run_1/wire_density.png
22 x 26 tiles, from dark purple (low) to yellow (high), scaled to the fullest tile. Values are wire area over tile area, all layers added.
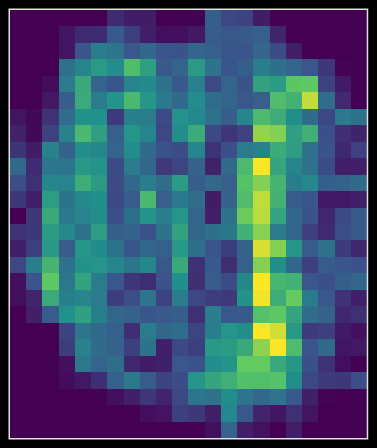
run_1/metal_stack.png
Only two layers are drawn.
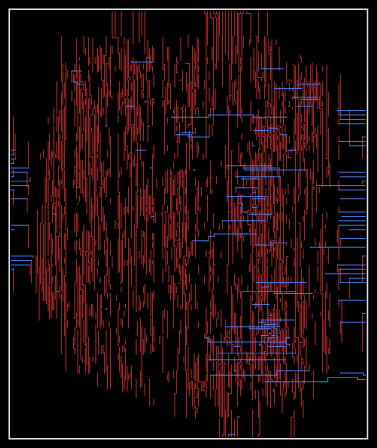
run_1/density.png
Bar = 20 um. 11 x 13 tiles, from dark purple (low) to yellow (high), 0 to 100% covered.
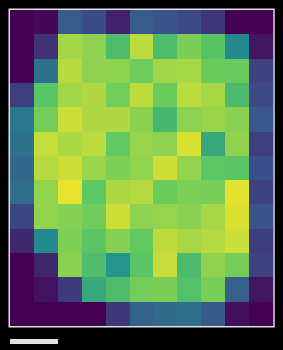
run_1/final_clocks.png
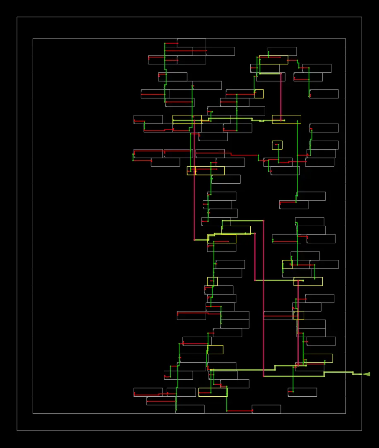
File: src/rtl/arith_mac_pipe_pkg.sv
// Shared types and width helpers for the arith_mac_pipe datapath.
package arith_pkg;

    // Per-transaction accumulator operation.
    typedef enum logic [1:0] {
        MODE_PASS  = 2'd0,
        MODE_ACC   = 2'd1,
        MODE_LOAD  = 2'd2,
        MODE_CLEAR = 2'd3
    } mode_e;

    // Three-operand sum never overflows at operand width + 2.
    function automatic int unsigned sum_width(input int unsigned w);
        return w + 2;
    endfunction

    // Full-width product of two operands.
    function automatic int unsigned prod_width(input int unsigned w);
        return 2 * w;
    endfunction

endpackage

File: src/rtl/arith_mac_pipe_if.sv
// Valid/ready operand and result bundle for arith_mac_pipe.
interface arith_mac_pipe_if
    import arith_pkg::*;
#(
    parameter int unsigned WIDTH     = 8,
    parameter int unsigned ACC_WIDTH = 24
);
    logic                             in_valid;
    logic                             in_ready;
    logic [WIDTH-1:0]                 in_value1;
    logic [WIDTH-1:0]                 in_value2;
    logic [WIDTH-1:0]                 in_value3;
    mode_e                            in_mode;
    logic                             out_valid;
    logic                             out_ready;
    logic [sum_width(WIDTH)-1:0]      out_add;
    logic [prod_width(WIDTH)-1:0]     out_mul;
    logic [ACC_WIDTH-1:0]             out_acc;
    logic                             out_sat;

    // Producer/consumer side.
    modport master (
        output in_valid, in_value1, in_value2, in_value3, in_mode, out_ready,
        input  in_ready, out_valid, out_add, out_mul, out_acc, out_sat
    );

    // Datapath side.
    modport slave (
        input  in_valid, in_value1, in_value2, in_value3, in_mode, out_ready,
        output in_ready, out_valid, out_add, out_mul, out_acc, out_sat
    );

endinterface

File: src/rtl/arith_mac_pipe_sat_acc.sv
// Saturating accumulator with sticky saturation flag; one update per enable.
module arith_sat_acc
    import arith_pkg::*;
#(
    parameter int unsigned WIDTH     = 8,
    parameter int unsigned ACC_WIDTH = 24
) (
    input  logic                          clock,
    input  logic                          reset_n,
    input  logic                          i_en,
    input  mode_e                         i_mode,
    input  logic [prod_width(WIDTH)-1:0]  i_product,
    output logic [ACC_WIDTH-1:0]          o_acc,
    output logic                          o_sat
);
    localparam int unsigned EXT_W = ACC_WIDTH + 1;

    logic [ACC_WIDTH-1:0] r_acc;
    logic                 r_sat;
    logic [EXT_W-1:0]     w_ext_sum;

    // Carry out of the extended sum signals overflow.
    assign w_ext_sum = {1'b0, r_acc} + EXT_W'(i_product);

    // Apply the transaction's accumulator operation when enabled.
    always_ff @(posedge clock or negedge reset_n) begin
        if (!reset_n) begin
            r_acc <= '0;
            r_sat <= 1'b0;
        end else if (i_en) begin
            case (i_mode)
                MODE_PASS: ;
                MODE_ACC: begin
                    if (w_ext_sum[ACC_WIDTH]) begin
                        r_acc <= '1;
                        r_sat <= 1'b1;
                    end else begin
                        r_acc <= w_ext_sum[ACC_WIDTH-1:0];
                    end
                end
                MODE_LOAD: begin
                    r_acc <= ACC_WIDTH'(i_product);
                    r_sat <= 1'b0;
                end
                MODE_CLEAR: begin
                    r_acc <= '0;
                    r_sat <= 1'b0;
                end
                default: ;
            endcase
        end
    end

    assign o_acc = r_acc;
    assign o_sat = r_sat;

endmodule

File: src/rtl/arith_mac_pipe.sv
// Two-stage valid/ready pipeline: sum, product and saturating MAC per transaction.
module arith_mac_pipe
    import arith_pkg::*;
#(
    parameter int unsigned WIDTH     = 8,
    parameter int unsigned ACC_WIDTH = 24
) (
    input  logic             clock,
    input  logic             reset_n,
    arith_mac_pipe_if.slave  bus
);
    localparam int unsigned SUM_W  = sum_width(WIDTH);
    localparam int unsigned PROD_W = prod_width(WIDTH);

    if (WIDTH < 2) begin : g_chk_width
        $error("arith_mac_pipe: WIDTH must be >= 2");
    end
    if (ACC_WIDTH < PROD_W) begin : g_chk_acc_width
        $error("arith_mac_pipe: ACC_WIDTH must be >= 2*WIDTH");
    end

    logic              r_s1_valid;
    logic [SUM_W-1:0]  r_s1_sum;
    logic [PROD_W-1:0] r_s1_prod;
    mode_e             r_s1_mode;
    logic              r_s2_valid;
    logic [SUM_W-1:0]  r_s2_add;
    logic [PROD_W-1:0] r_s2_mul;

    logic              w_s2_free;
    logic              w_s1_free;
    logic              w_in_fire;
    logic              w_s1_adv;
    logic [SUM_W-1:0]  w_sum;
    logic [PROD_W-1:0] w_prod;
    logic [ACC_WIDTH-1:0] w_acc;
    logic              w_sat;

    assign w_s2_free = !r_s2_valid || bus.out_ready;
    assign w_s1_free = !r_s1_valid || w_s2_free;
    assign w_in_fire = bus.in_valid && w_s1_free;
    assign w_s1_adv  = r_s1_valid && w_s2_free;

    assign w_sum  = SUM_W'(bus.in_value1) + SUM_W'(bus.in_value2) + SUM_W'(bus.in_value3);
    assign w_prod = PROD_W'(bus.in_value1) * PROD_W'(bus.in_value2);

    // Stage 1: capture sum, product and mode on input transfer.
    always_ff @(posedge clock or negedge reset_n) begin
        if (!reset_n) begin
            r_s1_valid <= 1'b0;
            r_s1_sum   <= '0;
            r_s1_prod  <= '0;
            r_s1_mode  <= MODE_PASS;
        end else if (w_in_fire) begin
            r_s1_valid <= 1'b1;
            r_s1_sum   <= w_sum;
            r_s1_prod  <= w_prod;
            r_s1_mode  <= bus.in_mode;
        end else if (w_s1_adv) begin
            r_s1_valid <= 1'b0;
        end
    end

    // Stage 2: result registers, loaded when stage 1 advances.
    always_ff @(posedge clock or negedge reset_n) begin
        if (!reset_n) begin
            r_s2_valid <= 1'b0;
            r_s2_add   <= '0;
            r_s2_mul   <= '0;
        end else if (w_s1_adv) begin
            r_s2_valid <= 1'b1;
            r_s2_add   <= r_s1_sum;
            r_s2_mul   <= r_s1_prod;
        end else if (bus.out_ready) begin
            r_s2_valid <= 1'b0;
        end
    end

    // The accumulator only changes on stage-2 load, so it doubles as the
    // stage-2 acc/sat output register and holds stable across stalls.
    arith_sat_acc #(
        .WIDTH     (WIDTH),
        .ACC_WIDTH (ACC_WIDTH)
    ) u_acc (
        .clock     (clock),
        .reset_n   (reset_n),
        .i_en      (w_s1_adv),
        .i_mode    (r_s1_mode),
        .i_product (r_s1_prod),
        .o_acc     (w_acc),
        .o_sat     (w_sat)
    );

    assign bus.in_ready  = w_s1_free;
    assign bus.out_valid = r_s2_valid;
    assign bus.out_add   = r_s2_add;
    assign bus.out_mul   = r_s2_mul;
    assign bus.out_acc   = w_acc;
    assign bus.out_sat   = w_sat;

endmodule

File: src/flat_wrapper.sv
// flat-port wrapper written by rule: the top's interface ports become plain ports
module arith_mac_pipe_flat import arith_pkg::*;
#(
    parameter int unsigned WIDTH     = 8,
    parameter int unsigned ACC_WIDTH = 24
)
  (clock, reset_n, bus_in_valid, bus_in_value1, bus_in_value2, bus_in_value3, bus_in_mode, bus_out_ready, bus_in_ready, bus_out_valid, bus_out_add, bus_out_mul, bus_out_acc, bus_out_sat);
  arith_mac_pipe_if #(.WIDTH(WIDTH), .ACC_WIDTH(ACC_WIDTH)) bus_i ();
  input  logic clock;
  input  logic reset_n;
  input wire logic [$bits(bus_i.in_valid)-1:0] bus_in_valid;
  input wire logic [$bits(bus_i.in_value1)-1:0] bus_in_value1;
  input wire logic [$bits(bus_i.in_value2)-1:0] bus_in_value2;
  input wire logic [$bits(bus_i.in_value3)-1:0] bus_in_value3;
  input wire logic [$bits(bus_i.in_mode)-1:0] bus_in_mode;
  input wire logic [$bits(bus_i.out_ready)-1:0] bus_out_ready;
  output wire logic [$bits(bus_i.in_ready)-1:0] bus_in_ready;
  output wire logic [$bits(bus_i.out_valid)-1:0] bus_out_valid;
  output wire logic [$bits(bus_i.out_add)-1:0] bus_out_add;
  output wire logic [$bits(bus_i.out_mul)-1:0] bus_out_mul;
  output wire logic [$bits(bus_i.out_acc)-1:0] bus_out_acc;
  output wire logic [$bits(bus_i.out_sat)-1:0] bus_out_sat;
  assign bus_i.in_valid = bus_in_valid;
  assign bus_i.in_value1 = bus_in_value1;
  assign bus_i.in_value2 = bus_in_value2;
  assign bus_i.in_value3 = bus_in_value3;
  assign bus_i.in_mode = bus_in_mode;
  assign bus_i.out_ready = bus_out_ready;
  assign bus_in_ready = bus_i.in_ready;
  assign bus_out_valid = bus_i.out_valid;
  assign bus_out_add = bus_i.out_add;
  assign bus_out_mul = bus_i.out_mul;
  assign bus_out_acc = bus_i.out_acc;
  assign bus_out_sat = bus_i.out_sat;
  arith_mac_pipe #(.WIDTH(WIDTH), .ACC_WIDTH(ACC_WIDTH)) u_core (.clock(clock), .reset_n(reset_n), .bus(bus_i));
endmodule
File: config.mk
export PLATFORM = sky130hd
export DESIGN_NAME = arith_mac_pipe_flat
export DESIGN_NICKNAME = d
export VERILOG_FILES = /design/src/rtl/arith_mac_pipe_pkg.sv /design/src/rtl/arith_mac_pipe_if.sv /design/src/rtl/arith_mac_pipe_sat_acc.sv /design/src/rtl/arith_mac_pipe.sv /design/src/flat_wrapper.sv
export SDC_FILE = /design/constraint.sdc
export NUM_CORES = 1
export LEC_CHECK = 0
export CAP_MARGIN = 20
export CORE_AREA = 5 5 105 127
export CTS_BUF_LIST = sky130_fd_sc_hd__clkbuf_8 sky130_fd_sc_hd__clkbuf_16
export CTS_CLUSTER_DIAMETER = 50
export CTS_CLUSTER_SIZE = 10
export DETAILED_ROUTE_END_ITERATION = 10
export DIE_AREA = 0 0 110 132
export GPL_TIMING_DRIVEN = 1
export MAX_ROUTING_LAYER = met4
export PLACE_DENSITY = 0.8
export SLEW_MARGIN = 20
export SYNTH_ARGS = -nofsm -noshare
export SYNTH_HDL_FRONTEND = slang
export SYNTH_SLANG_ARGS = --single-unit
File: constraint.sdc
create_clock -name clock -period 3.6 [get_ports clock]
set_clock_uncertainty 0.1 [all_clocks]
set_input_delay 0.36 -clock clock [delete_from_list [all_inputs] [get_ports clock]]
set_output_delay 0.36 -clock clock [all_outputs]
set_load 0.005 [all_outputs]
==> Implementation_results.wiki, run 1 <==
== Metrics ==
{| class="wikitable"
! Metric !! Value
|-
| Dominant cell by count in the synthesized netlist || sky130_fd_sc_hd__nand2_1
|-
| MI comb cells || approximately 570
|-
| Worst path required time || 3730 ps
|-
| Number of H-tree branching levels || 3
|-
| Combinational cell area excluding buffers and inverters || around 0.0045 mm^2
|-
| Ratio of total power to cell area || 691 mW/mm^2
|-
| Layout Cell Area excl Fill || between 0.008 and 0.009 mm^2
|-
| Yosys warning tally || 0
|-
| Maximum root-to-sink buffer count || 2
|-
| Relative area change from synthesis to final layout || 31.0%
|-
| Area share of the leading cell type in the synthesized netlist || 0.306
|-
| FF/Latch Area || 0.00203 mm^2
|-
| Maximum VDD drop || approximately 0.44 mV
|-
| Antenna violations before repair || 0
|-
| Synth Area per Inst || roughly 9 um^2
|-
| DRC violation count after routing || 0
|-
| Mean routed wirelength per cell || around 16 um
|-
| Clk tree area frac || 0.0333
|-
| XOR/XNOR share of the synthesized area || 0.0490
|-
| Detailed route wirelength on metal2 || between 8 and 9 mm
|-
| Violated checks || setup timing
|-
| Reported net switching power || about 2.4 mW
|-
| Setup Viol. Count Final || 6
|-
| Clock network fraction of design power || 0.145
|-
| Global-route wire length before repair || ~27 mm
|-
| Die outline area || roughly 0.015 mm^2
|-
| Routability cong. || ~0.92
|-
| Number of DRC violations after detailed-routing iteration 0 || approximately 230
|-
| Chip area from the yosys synthesis statistics || 0.00662 mm^2
|-
| Cells in synth_stat.txt || about 730
|-
| Top post-synthesis cells by area || sky130_fd_sc_hd__dfrtp_1, sky130_fd_sc_hd__ha_1, sky130_fd_sc_hd__fa_1
|-
| Worst path buffer plus inverter count || 3
|-
| Number of gates resized after cts || 103
|-
| Top logic family || adder cells
|-
| Total number of vias || around 5.7k
|-
| Switching share of total power || 0.403
|-
| Most used flip-flop cell || sky130_fd_sc_hd__dfrtp_1
|-
| Max power group || combinational logic
|-
| GRT Max-Usage Layer || met2
|-
| Depth of the most critical reg-to-reg path || 9
|-
| Fraction of layout cells with a size suffix above 1 || 0.182
|-
| Fraction of power consumed by combinational cells || 0.600
|-
| Global-route usage over all layers || 0.236
|-
| Worst-case headroom to the max-slew limit || 0.441
|-
| Hold_ws || roughly 360 ps
|-
| Fraction of the mapped netlist area in adder cells || 0.247
|-
| Register clock-pin slew on the reported worst setup and hold paths || 60 ps
|-
| EDFF count, synth || 0
|-
| Post-synthesis register bit count || approximately 81
|-
| Setup slack of the critical path after layout || -175 ps
|-
| Die width || 110 um
|-
| CP Launch Point || bus_in_value1[3]
|-
| Standard cell core area || ~0.012 mm^2
|-
| OpenROAD warning count || 29
|-
| Sequential portion of the cell area || 0.234
|-
| Clock root buffer master || sky130_fd_sc_hd__clkbuf_16
|-
| Commonest non-fill, non-tap cells in the layout || sky130_fd_sc_hd__nand2_1, sky130_fd_sc_hd__dfrtp_1, sky130_fd_sc_hd__buf_4
|-
| AND-OR/OR-AND Cells, Area Fraction || 0.150
|-
| Fillers || ~870
|-
| Std cell rows || 44
|-
| Count of nets left with antenna violations after detail routing || 0
|-
| Fraction of power consumed by sequential logic || 0.255
|-
| Post-detailed-route via-to-cell ratio || roughly 5.5
|-
| Number of antenna cells inserted || 0
|-
| Run status || finished with violations
|-
| Setup repair after global routing missed its margin || yes
|-
| Number of flip-flops in the largest register || 24
|-
| Total stage count of the critical path || 16
|-
| Sequential share of the synthesized area || 0.306
|-
| Post-layout net count || 1006
|-
| Hold depth || 2
|-
| Final Cycle Share || 1.05
|-
| Cell Count Post-Placement || 1016
|-
| Multiplexer share of the synthesized area || 0.0170
|-
| Destination of the critical timing path || u_core.r_s1_prod[13]
|-
| Global Route met3 Usage || 0.0269
|-
| Worst setup slack before clock tree synthesis || -1120 ps
|-
| Total Power || ~6 mW
|-
| Largest class || logic gates
|-
| M1 GR Usage || 0.288
|-
| Post-layout utilization of the core || 0.725
|}
Back to the opening pictures, wire_density.png:
fullest tile: 0.60
mean over tiles: 0.18
densest ninth of the die: right middle

Back to the opening pictures, metal_stack.png:
legend:
  met3:
    color: blue
    wire_length: 802 um
  met2:
    color: red
    wire_length: 8480 um

Back to the opening pictures, density.png:
mean over tiles: 58%
densest ninth of the die: middle
nearly empty tiles: 8.4%
fullest tile: 97%

Back to the opening pictures, final_clocks.png:
clock buffer instance count of the final layout: 10
clock sinks: 81
clock network power: 870 uW
total clock buffers created by CTS: 9

==> run 1 -> run 2 <==
--- a/config.mk
+++ b/config.mk
@@ -5,7 +5,6 @@
 export SDC_FILE = /design/constraint.sdc
 export NUM_CORES = 1
 export LEC_CHECK = 0
-export CAP_MARGIN = 20
 export CORE_AREA = 5 5 105 127
 export CTS_BUF_LIST = sky130_fd_sc_hd__clkbuf_8 sky130_fd_sc_hd__clkbuf_16
 export CTS_CLUSTER_DIAMETER = 50
run_2/metal_stack.png
Only two layers are drawn.
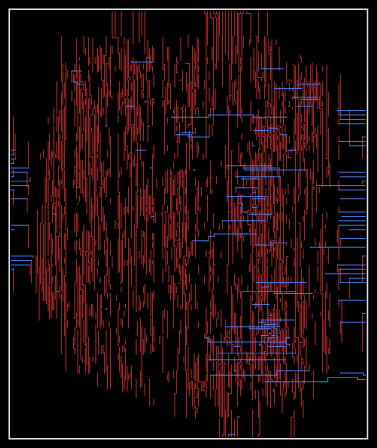
legend:
  met2:
    color: red
    wire_length: 8480 um
  met3:
    color: blue
    wire_length: 802 um

run_2/final_clocks.png
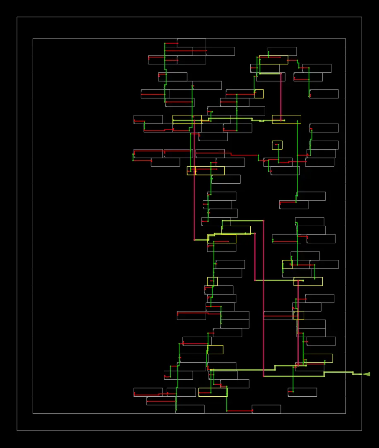
final sequential cell count: 81
clock latency reported for the late side of the worst-skew pair: 350 ps

==> run 2 against run 1 <==
Compared with the run above:
- critical endpoint unchanged
- largest cell class unchanged
- clock power about the same
- synthesized cell count unchanged
- design area unchanged
- hold slack unchanged
- via count unchanged
- sequential share of layout area unchanged
- register-to-register slack about the same
- critical path type unchanged
- flip-flop count unchanged
- total power unchanged
- highest routed layer unchanged
- sequential power about the same
- wire length unchanged
- the flow still finishes with violations (setup timing)
==> Implementation_results.wiki, run 2 <==
== Metrics ==
{| class="wikitable"
! Metric !! Value
|-
| EDFF count, synth || 0 (unchanged)
|-
| Number of DRC violations after detailed-routing iteration 0 || 225 (unchanged)
|-
| Fraction of power consumed by sequential logic || 0.255 (about the same)
|-
| Number of gates resized after cts || 103 (unchanged)
|-
| Sequential share of the synthesized area || 0.306 (unchanged)
|-
| Destination of the critical timing path || u_core.r_s1_prod[13]
|-
| Worst path required time || 3730 ps (about the same)
|-
| Commonest non-fill, non-tap cells in the layout || sky130_fd_sc_hd__nand2_1, sky130_fd_sc_hd__dfrtp_1, sky130_fd_sc_hd__buf_4
|-
| Clk tree area frac || 0.0333 (unchanged)
|-
| Layout Cell Area excl Fill || 0.00867 mm^2 (unchanged)
|-
| Chip area from the yosys synthesis statistics || 0.00662 mm^2 (unchanged)
|-
| Inverters || approximately 60
|-
| Worst setup slack before clock tree synthesis || -1120 ps (unchanged)
|-
| Detailed route wirelength on metal2 || 8.48 mm (unchanged)
|-
| Setup slack of the critical path after layout || -175 ps (unchanged)
|-
| Combinational cell area excluding buffers and inverters || 0.00453 mm^2 (unchanged)
|-
| Number of antenna cells inserted || 0 (unchanged)
|-
| Clock root buffer master || sky130_fd_sc_hd__clkbuf_16
|-
| Std cell rows || 44 (unchanged)
|-
| Run status || finished with violations
|-
| Synth Area per Inst || 9.13 um^2 (unchanged)
|-
| Depth of the most critical reg-to-reg path || 9 (unchanged)
|-
| Number of H-tree branching levels || 3 (unchanged)
|-
| Register clock-pin slew on the reported worst setup and hold paths || 60 ps (about the same)
|-
| Most numerous logic cell after layout || sky130_fd_sc_hd__nand2_1
|-
| Hold depth || 2 (unchanged)
|-
| Clock sinks || 81 (unchanged)
|-
| Clock buffer instance count of the final layout || 10 (unchanged)
|-
| Fraction of the mapped netlist area in adder cells || 0.247 (unchanged)
|-
| Violated checks || setup timing
|-
| Post-synthesis register bit count || 81 (unchanged)
|-
| Maximum VDD drop || 0.438 mV (unchanged)
|-
| GRT Max-Usage Layer || met2
|-
| Switching share of total power || 0.403 (unchanged)
|-
| Routability cong. || 0.918 (unchanged)
|-
| M1 GR Usage || 0.288 (unchanged)
|-
| Mean routed wirelength per cell || 15.6 um (unchanged)
|-
| Overall die height || 132 um
|-
| Number of flip-flops in the largest register || 24 (unchanged)
|-
| Count of nets left with antenna violations after detail routing || 0 (unchanged)
|-
| Yosys warning tally || 0 (unchanged)
|-
| Post-CTS setup buffer count || 1
|-
| Multiplexer share of the synthesized area || 0.0170 (unchanged)
|-
| Top logic family || adder cells
|-
| Maximum root-to-sink buffer count || 2 (unchanged)
|-
| Final Cycle Share || 1.05 (unchanged)
|-
| Period minus WS final || approximately 3800 ps
|-
| CP Launch Point || bus_in_value1[3]
|-
| Area share of the leading cell type in the synthesized netlist || 0.306 (unchanged)
|-
| Antenna violations before repair || 0 (unchanged)
|-
| Total Power || 5.99 mW (unchanged)
|-
| Number of standard cells after synthesis || roughly 730
|-
| Ratio of total power to cell area || 691 mW/mm^2 (unchanged)
|-
| Die width || 110 um (unchanged)
|-
| Die outline area || 0.0145 mm^2 (unchanged)
|-
| Fraction of power consumed by combinational cells || 0.600 (about the same)
|-
| Standard cell core area || 0.0119 mm^2 (unchanged)
|-
| Setup Viol. Count Final || 6 (unchanged)
|-
| Total stage count of the critical path || 16 (unchanged)
|-
| Cells in synth_stat.txt || 725 (unchanged)
|-
| FF/Latch Area || 0.00203 mm^2 (unchanged)
|-
| Hold_ws || 363 ps (unchanged)
|-
| Sequential portion of the cell area || 0.234 (unchanged)
|-
| Top post-synthesis cells by area || sky130_fd_sc_hd__dfrtp_1, sky130_fd_sc_hd__ha_1, sky130_fd_sc_hd__fa_1
|-
| Post-detailed-route via-to-cell ratio || 5.49 (unchanged)
|-
| Clock network power || 870 uW (about the same)
|-
| Cell Count Post-Placement || 1016 (unchanged)
|-
| Fmax || approximately 0.26 GHz
|-
| Most used flip-flop cell || sky130_fd_sc_hd__dfrtp_1
|-
| Setup repair after global routing missed its margin || yes
|-
| Total number of vias || 5677 (unchanged)
|-
| Post-layout net count || 1006 (unchanged)
|-
| OpenROAD warning count || 29 (unchanged)
|-
| MI comb cells || 566 (unchanged)
|-
| XOR/XNOR share of the synthesized area || 0.0490 (unchanged)
|-
| Clock network fraction of design power || 0.145 (about the same)
|-
| Dominant cell by count in the synthesized netlist || sky130_fd_sc_hd__nand2_1
|-
| Fraction of layout cells with a size suffix above 1 || 0.182 (unchanged)
|-
| Reported net switching power || 2.42 mW (unchanged)
|-
| Global-route usage over all layers || 0.236 (unchanged)
|-
| Number of distinct library cell variants in the gate-level netlist after synthesis || about 53
|-
| Fillers || 868 (unchanged)
|-
| Netlist area before placement || about 0.0066 mm^2
|-
| AND-OR/OR-AND Cells, Area Fraction || 0.150 (unchanged)
|-
| Worst path buffer plus inverter count || 3 (unchanged)
|-
| DRC violation count after routing || 0 (unchanged)
|-
| Global Route met3 Usage || 0.0269 (unchanged)
|-
| Worst-case headroom to the max-slew limit || 0.441 (unchanged)
|-
| Global-route wire length before repair || 27.0 mm (unchanged)
|}
run_2/wire_density.png
22 x 26 tiles, from dark purple (low) to yellow (high), scaled to the fullest tile. Values are wire area over tile area, all layers added.
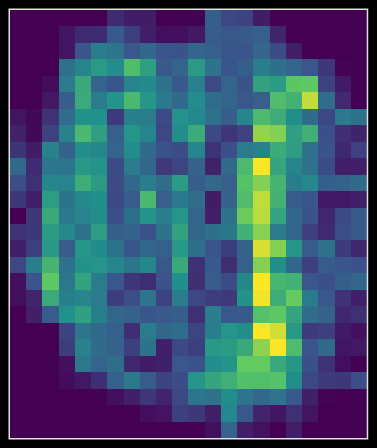
tiles over half the peak: 18%
mean over tiles: 0.18
nearly empty tiles: 16%
densest ninth of the die: right middle
emptiest ninth of the die: bottom left

==> run 2 -> run 3 <==
--- a/config.mk
+++ b/config.mk
@@ -5,12 +5,12 @@
 export SDC_FILE = /design/constraint.sdc
 export NUM_CORES = 1
 export LEC_CHECK = 0
-export CORE_AREA = 5 5 105 127
+export CORE_AREA = 4 4 104 126
 export CTS_BUF_LIST = sky130_fd_sc_hd__clkbuf_8 sky130_fd_sc_hd__clkbuf_16
 export CTS_CLUSTER_DIAMETER = 50
 export CTS_CLUSTER_SIZE = 10
 export DETAILED_ROUTE_END_ITERATION = 10
-export DIE_AREA = 0 0 110 132
+export DIE_AREA = 0 0 108 130
 export GPL_TIMING_DRIVEN = 1
 export MAX_ROUTING_LAYER = met4
 export PLACE_DENSITY = 0.8
run_3/wire_density.png
22 x 26 tiles, from dark purple (low) to yellow (high), scaled to the fullest tile. Values are wire area over tile area, all layers added.
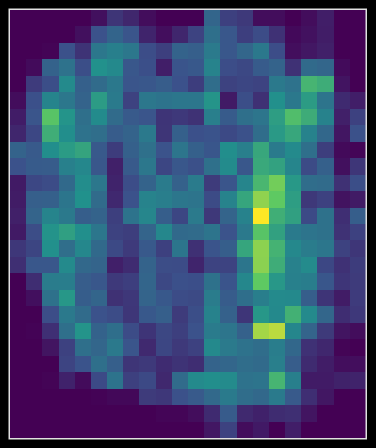
densest ninth of the die: right middle
fullest tile: 0.72
nearly empty tiles: 14%
mean over tiles: 0.19
tiles over half the peak: 8.4%
emptiest ninth of the die: bottom left

run_3/density.png
Bar = 20 um. 11 x 13 tiles, from dark purple (low) to yellow (high), 0 to 100% covered.
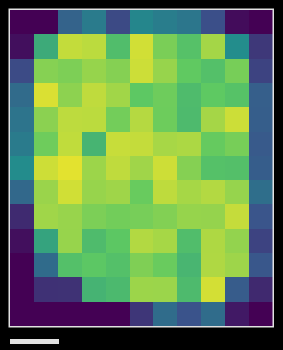
densest ninth of the die: middle
nearly empty tiles: 7.7%
emptiest ninth of the die: bottom left
tiles over 75% full: 50%
mean over tiles: 61%

==> run 3 against run 2 <==
Compared with the run above:
- the run still ends with setup timing left
- non-clock buffer count shrank 4
- register-to-register slack better by 80 ps
- combinational power rose by 1%
- hold slack improved by 3.0 ps
- total power increased by 2.0%
- utilization is 0.43 points higher
- critical path depth up 1
- design area increased by 0.59%
- wire length rose by 2.3%
- sequential share of layout area shrank 0.14 points
- sequential power is essentially flat
==> Implementation_results.wiki, run 3 <==
== Metrics ==
{| class="wikitable"
! Metric !! Value
|-
| Maximum root-to-sink buffer count || 2 (unchanged)
|-
| Sequential portion of the cell area || 0.232 (-0.00138)
|-
| Violated checks || setup timing
|-
| Clock network power || 949 uW (+9.1%)
|-
| MI comb cells || 566 (unchanged)
|-
| Yosys warning tally || 0 (unchanged)
|-
| Most used flip-flop cell || sky130_fd_sc_hd__dfrtp_1
|-
| Clock latency reported for the late side of the worst-skew pair || 340 ps (about the same)
|-
| Maximum VDD drop || 0.412 mV (-6.1%)
|-
| M1 GR Usage || 0.287 (-0.000345)
|-
| Destination of the critical timing path || u_core.r_s1_prod[15]
|-
| Worst-case headroom to the max-slew limit || 0.437 (-0.00393)
|-
| Sequential share of the synthesized area || 0.306 (unchanged)
|-
| Fraction of the mapped netlist area in adder cells || 0.247 (unchanged)
|-
| Synth Area per Inst || 9.13 um^2 (unchanged)
|-
| Fraction of power consumed by combinational cells || 0.594 (-0.006)
|-
| Global Route met3 Usage || 0.0341 (+0.00719)
|-
| Worst path required time || 3720 ps (about the same)
|-
| Total Power || 6.11 mW (+2.0%)
|-
| Number of antenna cells inserted || 0 (unchanged)
|-
| Setup slack of the critical path after layout || -132 ps (+42.5 ps)
|-
| EDFF count, synth || 0 (unchanged)
|-
| Fraction of layout cells with a size suffix above 1 || 0.192 (+0.0100)
|-
| DRC violation count after routing || 0 (unchanged)
|-
| Std cell rows || 44 (unchanged)
|-
| Reported net switching power || 2.45 mW (+1.3%)
|-
| Switching share of total power || 0.400 (-0.00301)
|-
| Die outline area || 0.0140 mm^2 (-3.3%)
|-
| Post-detailed-route via-to-cell ratio || 5.54 (+0.92%)
|-
| Inverters || 60 (unchanged)
|-
| Register clock-pin slew on the reported worst setup and hold paths || 70 ps (about the same)
|-
| Layout Cell Area excl Fill || 0.00872 mm^2 (+0.59%)
|-
| Total number of vias || 5707 (+0.53%)
|-
| Ratio of total power to cell area || 701 mW/mm^2 (+1.4%)
|-
| Final Cycle Share || 1.04 (-0.0118)
|-
| Global-route usage over all layers || 0.251 (+0.0156)
|-
| Cells in synth_stat.txt || 725 (unchanged)
|-
| Fillers || 833 (-4.0%)
|-
| Setup Viol. Count Final || 5 (-1)
|-
| Cell Count Post-Placement || 1011 (-0.49%)
|-
| Top post-synthesis cells by area || sky130_fd_sc_hd__dfrtp_1, sky130_fd_sc_hd__ha_1, sky130_fd_sc_hd__fa_1
|-
| GRT Max-Usage Layer || met2
|-
| Period minus WS final || 3730 ps (-42.5 ps)
|-
| Number of distinct library cell variants in the gate-level netlist after synthesis || 53 (unchanged)
|-
| Hold_ws || 366 ps (+2.96 ps)
|-
| Number of flip-flops in the largest register || 24 (unchanged)
|-
| Top logic family || adder cells
|-
| Number of standard cells after synthesis || 725 (unchanged)
|-
| Fraction of power consumed by sequential logic || 0.251 (-0.004)
|-
| Run status || finished with violations
|-
| Commonest non-fill, non-tap cells in the layout || sky130_fd_sc_hd__nand2_1, sky130_fd_sc_hd__dfrtp_1, sky130_fd_sc_hd__clkdlybuf4s50_1
|-
| Clock network fraction of design power || 0.155 (+0.010)
|-
| Post-CTS setup buffer count || 1 (unchanged)
|-
| Most numerous logic cell after layout || sky130_fd_sc_hd__nand2_1
|-
| Clock root buffer master || sky130_fd_sc_hd__clkbuf_16
|-
| Antenna violations before repair || 0 (unchanged)
|-
| Die width || 108 um (-1.8%)
|-
| Number of DRC violations after detailed-routing iteration 0 || 304 (+35%)
|-
| Standard cell core area || 0.0119 mm^2 (unchanged)
|-
| Worst path buffer plus inverter count || 5 (+2)
|-
| Chip area from the yosys synthesis statistics || 0.00662 mm^2 (unchanged)
|}
run_3/metal_stack.png
Only two layers are drawn.
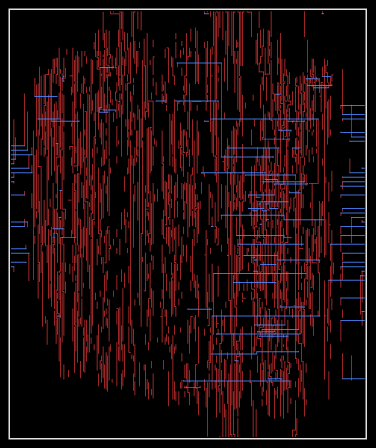
legend:
  met3:
    color: blue
    wire_length: 813 um
  met2:
    color: red
    wire_length: 8970 um

No activity file was given, so power comes from the tool's default toggle rates.
